==> config.mk <==
export PLATFORM = sky130hd
export DESIGN_NAME = upsample_arb
export DESIGN_NICKNAME = d
export VERILOG_FILES = /design/src/rtl/upsample_arb.sv
export SDC_FILE = /design/constraint.sdc
export NUM_CORES = 1
export LEC_CHECK = 0
export CORE_AREA = 2 2 195 197
export CTS_BUF_LIST = sky130_fd_sc_hd__clkbuf_4
export DETAILED_ROUTE_END_ITERATION = 6
export DIE_AREA = 0 0 197 199
export GPL_TIMING_DRIVEN = 0
export SLEW_MARGIN = 5
export SYNTH_ARGS = -nofsm -noshare
export SYNTH_HDL_FRONTEND = slang
export SYNTH_SLANG_ARGS = --single-unit
==> constraint.sdc <==
create_clock -name clk_i -period 2.2 [get_ports clk_i]
set_input_delay 0.44 -clock clk_i [delete_from_list [all_inputs] [get_ports clk_i]]
set_output_delay 0.44 -clock clk_i [all_outputs]
set_load 0.02 [all_outputs]
==> src/rtl/upsample_arb.sv <==
// upsample_arb: round-robin burst arbiter that time-shares one 4-in/8-out upsampler between NCHAN requesters.
// Optional per-channel accepted-beat counters are built when UPSAMPLE_ARB_STATS_EN is defined.
module upsample_arb #(
    parameter int NCHAN   = 4,
    parameter int LATENCY = 12,
    parameter int BURST   = 8,
    parameter int GUARD   = 2
) (
    input  logic                     clk_i,
    input  logic                     rst_ni,
    input  logic [NCHAN-1:0]         req_i,
    input  logic [NCHAN*48-1:0]      dat_i,
    output logic [NCHAN-1:0]         gnt_o,
    output logic [47:0]              us_dat_o,
    input  logic [95:0]              us_dat_i,
    output logic [95:0]              dat_o,
    output logic                     valid_o,
    output logic [$clog2(NCHAN)-1:0] chan_o,
    output logic                     first_o,
    output logic [NCHAN*16-1:0]      beats_o
);
    localparam int CW = $clog2(NCHAN);
    localparam int TW = CW + 2;

    typedef enum logic [1:0] {
        S_IDLE  = 2'd0,
        S_GRANT = 2'd1,
        S_FLUSH = 2'd2
    } state_e;

    state_e        state_q, state_d;
    logic [CW-1:0] owner_q, owner_d;
    logic [CW-1:0] rr_q, rr_d;
    logic          has_owner_q, has_owner_d;
    logic [7:0]    cnt_q, cnt_d;
    logic [3:0]    guard_q, guard_d;
    logic          first_pend_q, first_pend_d;
    logic [NCHAN-1:0] gnt_s;
    logic          acc_s;
    logic [CW:0]   pick_s;
    logic [TW-1:0] tag_s;
    logic [TW-1:0] pipe_q [LATENCY+1];
    logic [47:0]   us_dat_q;
    logic [95:0]   dat_q;
    logic          valid_q;
    logic [CW-1:0] chan_q;
    logic          first_q;

    // Returns {found, index} of the first requester strictly after rr, wrapping, rr itself last.
    function automatic logic [CW:0] pick_winner(input logic [NCHAN-1:0] req, input logic [CW-1:0] rr);
        logic [CW:0] res;
        int          j;
        res = '0;
        for (int i = NCHAN; i >= 1; i--) begin
            j = (int'(rr) + i) % NCHAN;
            if (req[j]) begin
                res = {1'b1, CW'(j)};
            end else begin
                res = res;
            end
        end
        return res;
    endfunction

    // Arbitration FSM next-state, grant and accept decode.
    always_comb begin
        state_d      = state_q;
        owner_d      = owner_q;
        rr_d         = rr_q;
        has_owner_d  = has_owner_q;
        cnt_d        = cnt_q;
        guard_d      = guard_q;
        first_pend_d = first_pend_q;
        gnt_s        = '0;
        acc_s        = 1'b0;
        pick_s       = pick_winner(req_i, rr_q);
        case (state_q)
            S_IDLE: begin
                if (pick_s[CW]) begin
                    owner_d     = pick_s[CW-1:0];
                    has_owner_d = 1'b1;
                    if (has_owner_q && (pick_s[CW-1:0] != owner_q) && (GUARD > 0)) begin
                        state_d = S_FLUSH;
                        guard_d = 4'(GUARD);
                    end else begin
                        state_d      = S_GRANT;
                        cnt_d        = 8'd0;
                        first_pend_d = 1'b1;
                    end
                end else begin
                    state_d = S_IDLE;
                end
            end
            S_GRANT: begin
                if (req_i[owner_q]) begin
                    gnt_s[owner_q] = 1'b1;
                    acc_s          = 1'b1;
                    first_pend_d   = 1'b0;
                    if (cnt_q == 8'(BURST - 1)) begin
                        state_d = S_IDLE;
                        rr_d    = owner_q;
                        cnt_d   = 8'd0;
                    end else begin
                        cnt_d = cnt_q + 8'd1;
                    end
                end else begin
                    // Owner went quiet: burst ends without charging a gap beat.
                    state_d = S_IDLE;
                    rr_d    = owner_q;
                end
            end
            S_FLUSH: begin
                if (guard_q <= 4'd1) begin
                    state_d      = S_GRANT;
                    cnt_d        = 8'd0;
                    first_pend_d = 1'b1;
                end else begin
                    guard_d = guard_q - 4'd1;
                end
            end
            default: begin
                state_d = S_IDLE;
            end
        endcase
    end

    assign tag_s = acc_s ? {1'b1, owner_q, first_pend_q} : {TW{1'b0}};
    assign gnt_o = gnt_s;

    // Arbitration state registers.
    always_ff @(posedge clk_i or negedge rst_ni) begin
        if (!rst_ni) begin
            state_q      <= S_IDLE;
            owner_q      <= '0;
            rr_q         <= CW'(NCHAN - 1);
            has_owner_q  <= 1'b0;
            cnt_q        <= 8'd0;
            guard_q      <= 4'd0;
            first_pend_q <= 1'b0;
        end else begin
            state_q      <= state_d;
            owner_q      <= owner_d;
            rr_q         <= rr_d;
            has_owner_q  <= has_owner_d;
            cnt_q        <= cnt_d;
            guard_q      <= guard_d;
            first_pend_q <= first_pend_d;
        end
    end

    // Upsampler feed, tag pipe travelling alongside it, and registered outputs.
    always_ff @(posedge clk_i or negedge rst_ni) begin
        if (!rst_ni) begin
            us_dat_q <= 48'h0;
            for (int i = 0; i <= LATENCY; i++) begin
                pipe_q[i] <= '0;
            end
            dat_q   <= 96'h0;
            valid_q <= 1'b0;
            chan_q  <= '0;
            first_q <= 1'b0;
        end else begin
            us_dat_q  <= acc_s ? dat_i[int'(owner_q)*48 +: 48] : 48'h0;
            pipe_q[0] <= tag_s;
            for (int i = 1; i <= LATENCY; i++) begin
                pipe_q[i] <= pipe_q[i-1];
            end
            dat_q                       <= us_dat_i;
            {valid_q, chan_q, first_q}  <= pipe_q[LATENCY];
        end
    end

    assign us_dat_o = us_dat_q;
    assign dat_o    = dat_q;
    assign valid_o  = valid_q;
    assign chan_o   = chan_q;
    assign first_o  = first_q;

`ifdef UPSAMPLE_ARB_STATS_EN
    logic [NCHAN*16-1:0] beats_q;

    // Saturating accepted-beat counter per channel.
    always_ff @(posedge clk_i or negedge rst_ni) begin
        if (!rst_ni) begin
            beats_q <= '0;
        end else begin
            for (int k = 0; k < NCHAN; k++) begin
                if (gnt_s[k] && (beats_q[16*k +: 16] != 16'hFFFF)) begin
                    beats_q[16*k +: 16] <= beats_q[16*k +: 16] + 16'd1;
                end
            end
        end
    end

    assign beats_o = beats_q;
`else
    assign beats_o = '0;
`endif

endmodule

Figure 1. The metal 3 layer (run 1).
Drawn at 1.5 px/um. Cells faint in the background.
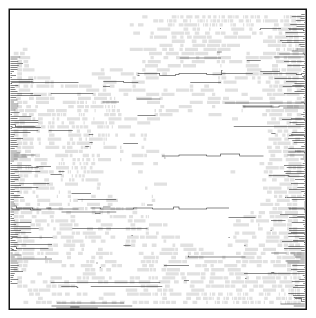
277 nets have wire on it. The layer carries 3040 um of wire. The wires run mostly horizontal. The layer holds 10% of the routed length.

Figure 2. Congestion heat map (run 1).
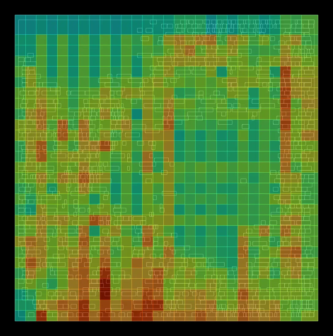
Total Routing Usage GR: 15.0%
GR met1 Demand/Resource: 15.5%
Final Core Density: 39.2%
routing usage on met2: 26.6%
grt peak-use layer: met2

Figure 3. Routed metal, one colour a layer (run 1).
Drawn at 1.5 px/um.
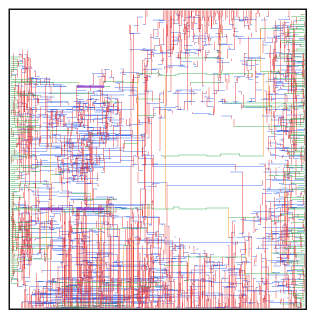
Key: green = metal 3 [wire length 3040 um]; orange = metal 4 [wire length 657 um]; blue = metal 1 [wire length 10400 um]; purple = metal 5 [wire length 46.9 um]; red = metal 2 [wire length 15000 um]

Figure 4. Clock wires, drivers and flops (run 1).
Drawn at 2 px/um.
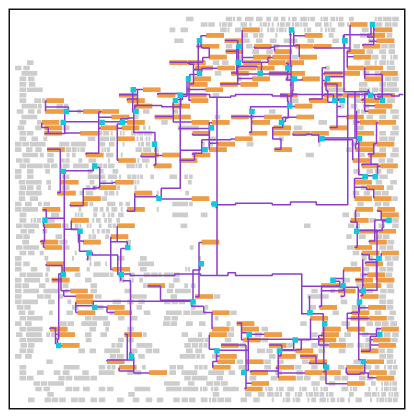
Key: cyan = clock drivers [count 66]; purple = clock wires [length 3460 um]; orange = flip-flops [count 220]
There are 67 routed clock nets.

==> writeup.txt, run 1 <==
The run finished, with violations left. The final reports fail on setup timing. Startpoint of the worst-slack reg-to-reg timing path: owner_q[1]. Per the CTS log, the buffer count on the longest clock path is 3.

The transition time recorded at the tightest slew-check pin is 0.809 ns. For the worst reg-to-reg path, the endpoint reported by OpenROAD is us_dat_o[31]. Across the whole layout, storage elements account for 5510 um^2. The multi-input combinational cells in the finished layout cover a total of 2380 um^2.

The report lists the number of standard-cell rows as 71. The antenna diode instance count was 5. The post-synthesis cell type with the largest combined area was sky130_fd_sc_hd__dfrtp_1. The portion of synthesized area spent on multiplexers is 14.3%. The via density per instance came out at 3.98. The die covers 39200 um^2. Setup repair after global routing could not meet its margin everywhere. Summed over all layers, the global routing overflow is 0. Synthesis produced 518 cells. The first routing iteration left 226 violations. The final max-slew violation count recorded for this run is 0.

The run gives 14600 um^2 for the final cell area excluding filler cells. The worst reg-to-reg path cell count was 4. The run gives 30 for the count of warning messages emitted by the tools.

The tools report the met3 track utilization from global routing as 6.66%. The worst setup path is launched from a flop. The most frequent cell after synthesis was sky130_fd_sc_hd__dfrtp_1. The sum of internal, switching and leakage power is 12.9 mW.

The number of library cell types mapped by synthesis is 49. For the Yosys warning count, the log shows 0. Detailed placement ended at an HPWL of 23500 um. Entering global routing, the biggest net connects 83 pins. Hold analysis lists the worst path endpoint as dat_o[23]. The run gives 474 for the number of tap instances. The logs give 0.0463 ns for the clock tree skew after final layout and 42200 um for the first-pass GRT wire length. With the final cycle utilization of the critical path at 119%, the clock network area share is 5.68%. In the final timing run, aggregate negative setup slack is -1.36 ns. For the number of cell instances after yosys synthesis, the log shows 518.

The most frequent logic cell in the layout is sky130_fd_sc_hd__clkdlybuf4s50_1. In this run the VDD rail shows a maximum IR drop of 0.663 mV. STA lists the startpoint of the worst hold path as us_dat_i[23]. The post-CTS resize count was 62; the fmax was 0.381 GHz. The H-tree depth was 3; the async set-or-reset flop fraction in the synthesized netlist was 100%.

After the flow finishes, the layout carries non-filler instances totaling 1620. The summed instance area of the synthesized netlist was 8220 um^2; the internal reg-to-reg setup slack was 0.12 ns. The max-capacitance violation count came out at 0. The run gives 539 for the count of buffers not belonging to the clock network in the layout.

With the core outline area at 37100 um^2, the least setup slack across all paths after layout is -0.425 ns. With the total wire length at 29200 um, the area share of fa/ha/maj cells after synthesis is 0.456%. The floorplan step set the die height to 199 um. The end point of the critical path was gnt_o[3]. The hold path depth was 1; the endpoint required time on the critical path was 1.76 ns. For reference, the top cells by count after synthesis are sky130_fd_sc_hd__dfrtp_1, sky130_fd_sc_hd__buf_4, sky130_fd_sc_hd__and3_1, sky130_fd_sc_hd__mux4_2, sky130_fd_sc_hd__clkbuf_1. The library cells used most frequently in the layout, excluding fill and tap cells, are sky130_fd_sc_hd__clkdlybuf4s50_1, sky130_fd_sc_hd__dfrtp_1, sky130_fd_sc_hd__clkbuf_4, sky130_fd_sc_hd__buf_4, sky130_fd_sc_hd__conb_1. The number of hold-repair buffers added at the cts stage was 1; the worst-path maximum fanout was 3.

The dominant register cell in the synthesized netlist was sky130_fd_sc_hd__dfrtp_1. The number of routed nets with antenna violations came out at 0. The area after detailed placement is 13600 um^2, and the clock sink total is 220. The run gives 3610 for the count of fill cells added during filler insertion. Summing the sequential cell areas from Yosys gives 67.0% of the chip area.

With the portion of the layout cell area used by non-clock buffers at 35.8%, the worst slew slack as a fraction of its limit is 46.1%. Dominant kind of cell: registers. The skew report gives the latency at the later pin of the worst-skew pair as 0.68 ns. The initial antenna violation count is 8, and the synthesized-area fraction occupied by xor and xnor cells is 0.426%.

The register bit total from synthesis is 220. The layout clock buffer count was 93; the final setup violation count was 4. The tools report the final layout net count as 1397. The run gives 0.990 for the global placer's final weighted congestion. Per the layout report, the design carries 6 non-clock inverters.

According to the I/O placement log, the pin count is 510. The sequential portion of the cell area works out to 37.9%. The type of element capturing the critical path is a primary output. The mean routed wirelength per cell came out at 18.0 um.

The final hold violation count recorded for this run is 0. The area fraction in compound gates is 2.42%, and the power density over cell area is 885 nW/um^2. The run gives 0 for the count of flip-flops with a built-in enable after synthesis. In this run the tool buffered the top-level ports with 445 buffer cells.
run 1: state kept, by name (all words and copies together), names as in the netlist:
| register | cells |
|---|---|
| chan_o | 2 |
| cnt_q | 8 |
| dat_o | 96 |
| first_o | 1 |
| first_pend_q | 1 |
| guard_q | 4 |
| has_owner_q | 1 |
| owner_q | 2 |
| pipe_q | 52 |
| rr_q | 2 |
| state_q | 2 |
| us_dat_o | 48 |
| valid_o | 1 |
run 1: cell families (layout without fill, tap and decap cells):
group | Yosys count | in the layout
buffers and inverters | 94 | 654
adders and majority gates | 3 | 3
AOI/OAI and AO/OA | 26 | 26
muxes | 56 | 56
other | 1 | 69
and+or+nand+nor | 114 | 114
DFF | 220 | 220
xor gates and xnor gates | 4 | 4
run 1: power by group:
group | switching (mW) | total [mW] | internal, mW | leakage [nW]
sequential | 0.209 | 4.68 | 4.47 | 2.81
clock | 1.71 | 3.89 | 2.17 | 0.488
combinational | 2.07 | 4.30 | 2.24 | 3.67
total | 3.99 | 12.9 | 8.88 | 6.97
run 1: per-stage QoR:
| stage | util [%] | hold slack (ns) |
|---|---|---|
| finish | 39.2 | 0.185 |
| global route | 39.2 | 0.0790 |
| CTS | 39.0 | 0.0736 |
| detailed placement | 36.5 | 0.335 |
| global placement | 36.4 | 0.331 |
| floorplan | - | 0.144 |
run 1: worst max-delay path: stages, from the launching register on:
cell	delay, ns
sky130_fd_sc_hd__dfrtp_1	0.38
sky130_fd_sc_hd__mux4_2	0.54
sky130_fd_sc_hd__clkbuf_16	0.17
sky130_fd_sc_hd__and3_4	0.18
sky130_fd_sc_hd__and2_4	0.15
sky130_fd_sc_hd__buf_6	0.12
run 1: routing by layer:
metal	vias to the layer above	share of wire, %
met3	58	10
met1	3136	36
met2	339	51
met4	6	2.2
met5	-	0.16
li1	2905	-
Figure 5. Sequential cells grouped by signal name (run 1).
Drawn at 1.5 px/um. Other sequential cells in the stronger grey, the rest of the logic in the fainter grey.
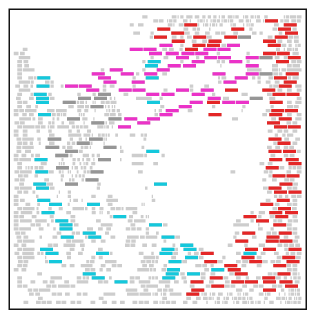

## Run 2: what changed since run 1
--- a/config.mk
+++ b/config.mk
@@ -5,10 +5,12 @@
 export SDC_FILE = /design/constraint.sdc
 export NUM_CORES = 1
 export LEC_CHECK = 0
+export CAP_MARGIN = 10
 export CORE_AREA = 2 2 195 197
 export CTS_BUF_LIST = sky130_fd_sc_hd__clkbuf_4
 export DETAILED_ROUTE_END_ITERATION = 6
 export DIE_AREA = 0 0 197 199
+export GPL_ROUTABILITY_DRIVEN = 0
 export GPL_TIMING_DRIVEN = 0
 export SLEW_MARGIN = 5
 export SYNTH_ARGS = -nofsm -noshare
Figure 6. Sequential cells grouped by signal name (run 2).
Drawn at 1.5 px/um. Other sequential cells in the stronger grey, the rest of the logic in the fainter grey.
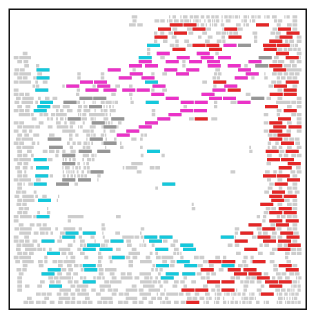
Key: red = dat_o [flops 96]; magenta = pipe_q [flops 52]; cyan = us_dat_o [flops 48]
Another 24 sequential cells are not coloured.

==> run 2 against run 1 <==
Compared with the run above: the flow still finishes with violations (setup timing); setup slack got worse by 0.013 ns; via count shrank 0.23%; register-to-register slack about the same; global-route usage shrank 0.74 points; highest routed layer unchanged; flip-flop count is the same; wire length decreased by 3.2%; synthesized cell count stayed put.
==> writeup.txt, run 2 <==
In the final layout, flip-flops and latches take up 37.9% of the cell area. After legalization and detailed placement, the total HPWL measured 22400 um. The proportion of synthesized chip area in sequential cells was 67.0%; the number of logic stages on the critical path including buffering was 5.

The clock network takes up 5.95% of total cell area after layout. In the final design, more cell area goes to registers than to any other class. The dominant register cell in the synthesized netlist is sky130_fd_sc_hd__dfrtp_1.

The synthesized netlist cell count came out at 518. The worst reg-to-reg path cell count came out at 7. The run gives 518 for the number of cell instances after yosys synthesis. The global routing's busiest layer is met2.

Per the run summary, max-cap violations total 0. The number of buffers and inverters on the critical path is 2. Entering global routing, the biggest net connects 82 pins. Counting flops with an async set or reset pin after synthesis yields a share of 100%. The largest single stage delay on the critical path is 0.55 ns. The tools report the worst slew slack as a fraction of its limit as 55.0%.

The final reports fail on setup timing. Setup repair after global routing could not meet its margin everywhere. The synthesis run shows the most used standard cells to be sky130_fd_sc_hd__dfrtp_1, sky130_fd_sc_hd__buf_4, sky130_fd_sc_hd__and3_1, sky130_fd_sc_hd__mux4_2, sky130_fd_sc_hd__clkbuf_1. Across all hold checks on the routed design, the worst slack comes to 0.203 ns. The most frequent logic cell in the layout is sky130_fd_sc_hd__clkdlybuf4s50_1. The length of routed wiring on met1 was 10600 um; the via density per instance was 3.96. Startpoint type of the worst setup path: a flop.

The skew report gives the latency at the later pin of the worst-skew pair as 0.67 ns. Warnings reported by Yosys during synthesis add up to 0. Sorting the Yosys area breakdown by cell type puts at the top sky130_fd_sc_hd__dfrtp_1. The tools report the area taken by flip-flops and latches as 5510 um^2. Non-clock buffering takes up 35.5% of total cell area after layout. The area fraction in compound gates was 2.42%. The proportion of synthesized area in mux cells came out at 14.3%. The highest metal layer used by the detailed router was met5. The number of buffer cells added on primary ports is 445. For the pin with the worst max-slew slack, the measured transition is 0.675 ns. For the maximum count of clock buffers along a single path, the log shows 3.

STA puts the critical path data required time at 1.76 ns. Number of routed nets with antenna violations: 0. The least setup slack across all paths after layout came out at -0.438 ns.

The run gives 71 for the row count. The worst-path maximum fanout is 3, and the final setup violation count is 4. For the total wire length, the log shows 28200 um. The die covers 39200 um^2. The clock H-tree reported by CTS has 3 levels. With the fmax at 0.379 GHz, the number of slew-limit violations in the final report is 0. The remaining global-route overflow is 0, and the final cycle utilization of the critical path is 120%. The top cell types in the final layout, fill and taps aside, are sky130_fd_sc_hd__clkdlybuf4s50_1, sky130_fd_sc_hd__dfrtp_1, sky130_fd_sc_hd__clkbuf_4, sky130_fd_sc_hd__buf_4, sky130_fd_sc_hd__conb_1.

According to the finish report, the design has a final net count of 1397. The flow ran to the end, but the final reports show violations.
Figure 7. Congestion heat map (run 2).
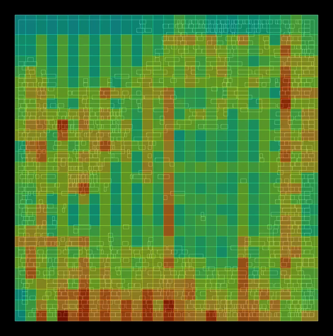
GR met1 Demand/Resource: 15.8%
Final Core Density: 39.2%
met3 usage: 6.17%

[run 2: cell counts after synthesis]
Identical to the previous run, type by type.
[run 2: final timing paths]
| path | from | endpoint | slack, ns |
|---|---|---|---|
| max | owner_q[0] | gnt_o[3] | -0.44 |
| min | us_dat_i[87] | dat_o[87] | 0.20 |
| max in group asynchronous | rst_ni | guard_q[0] | 1.10 |
| min in group asynchronous | rst_ni | dat_o[40] | 0.31 |
| min reg2reg | pipe_q[6] | pipe_q[2] | 0.33 |
| max reg2reg | rr_q[1] | guard_q[0] | 0.12 |
[run 2: worst register-to-register path, stage by stage (launching register included)]
cell	delay, ns
sky130_fd_sc_hd__dfstp_2	0.59
sky130_fd_sc_hd__nand2b_1	0.12
sky130_fd_sc_hd__a21oi_1	0.08
sky130_fd_sc_hd__o221ai_2	0.29
sky130_fd_sc_hd__xnor2_1	0.19
sky130_fd_sc_hd__a21oi_2	0.10
sky130_fd_sc_hd__nor2_1	0.21
sky130_fd_sc_hd__mux2_1	0.34
[run 2: power by group]
group / switching (mW) / internal [mW]
combinational: 2.08 / 2.25
sequential: 0.215 / 4.47
clock: 1.76 / 2.29
total: 4.05 / 9.01
[run 2: timing repair]
item / 4_1_cts / 5_1_grt
endpoints found under the setup margin: 60 / 10
pin swaps: 0 / 0
gates resized: 47 / 16
setup buffers: 3 / 0
hold endpoints to repair: 61 / 0
hold buffers: 1 / 0
[run 2: metrics by stage]
stage	instance area [um^2]	power [mW]	setup TNS [ns]	cells	util, %
final	14500	13.1	-1.42	1622	39.2
after global routing	14500	13.9	-2.07	1622	39.2
after CTS	14500	13.3	-2.14	1621	39.0
after detailed placement	13600	8.99	-21.80	1502	36.5
after global placement	13500	8.93	-1920.93	1500	36.4
after floorplan	8460	7.23	0	581	-
Power is estimated from default activity; no workload was simulated.
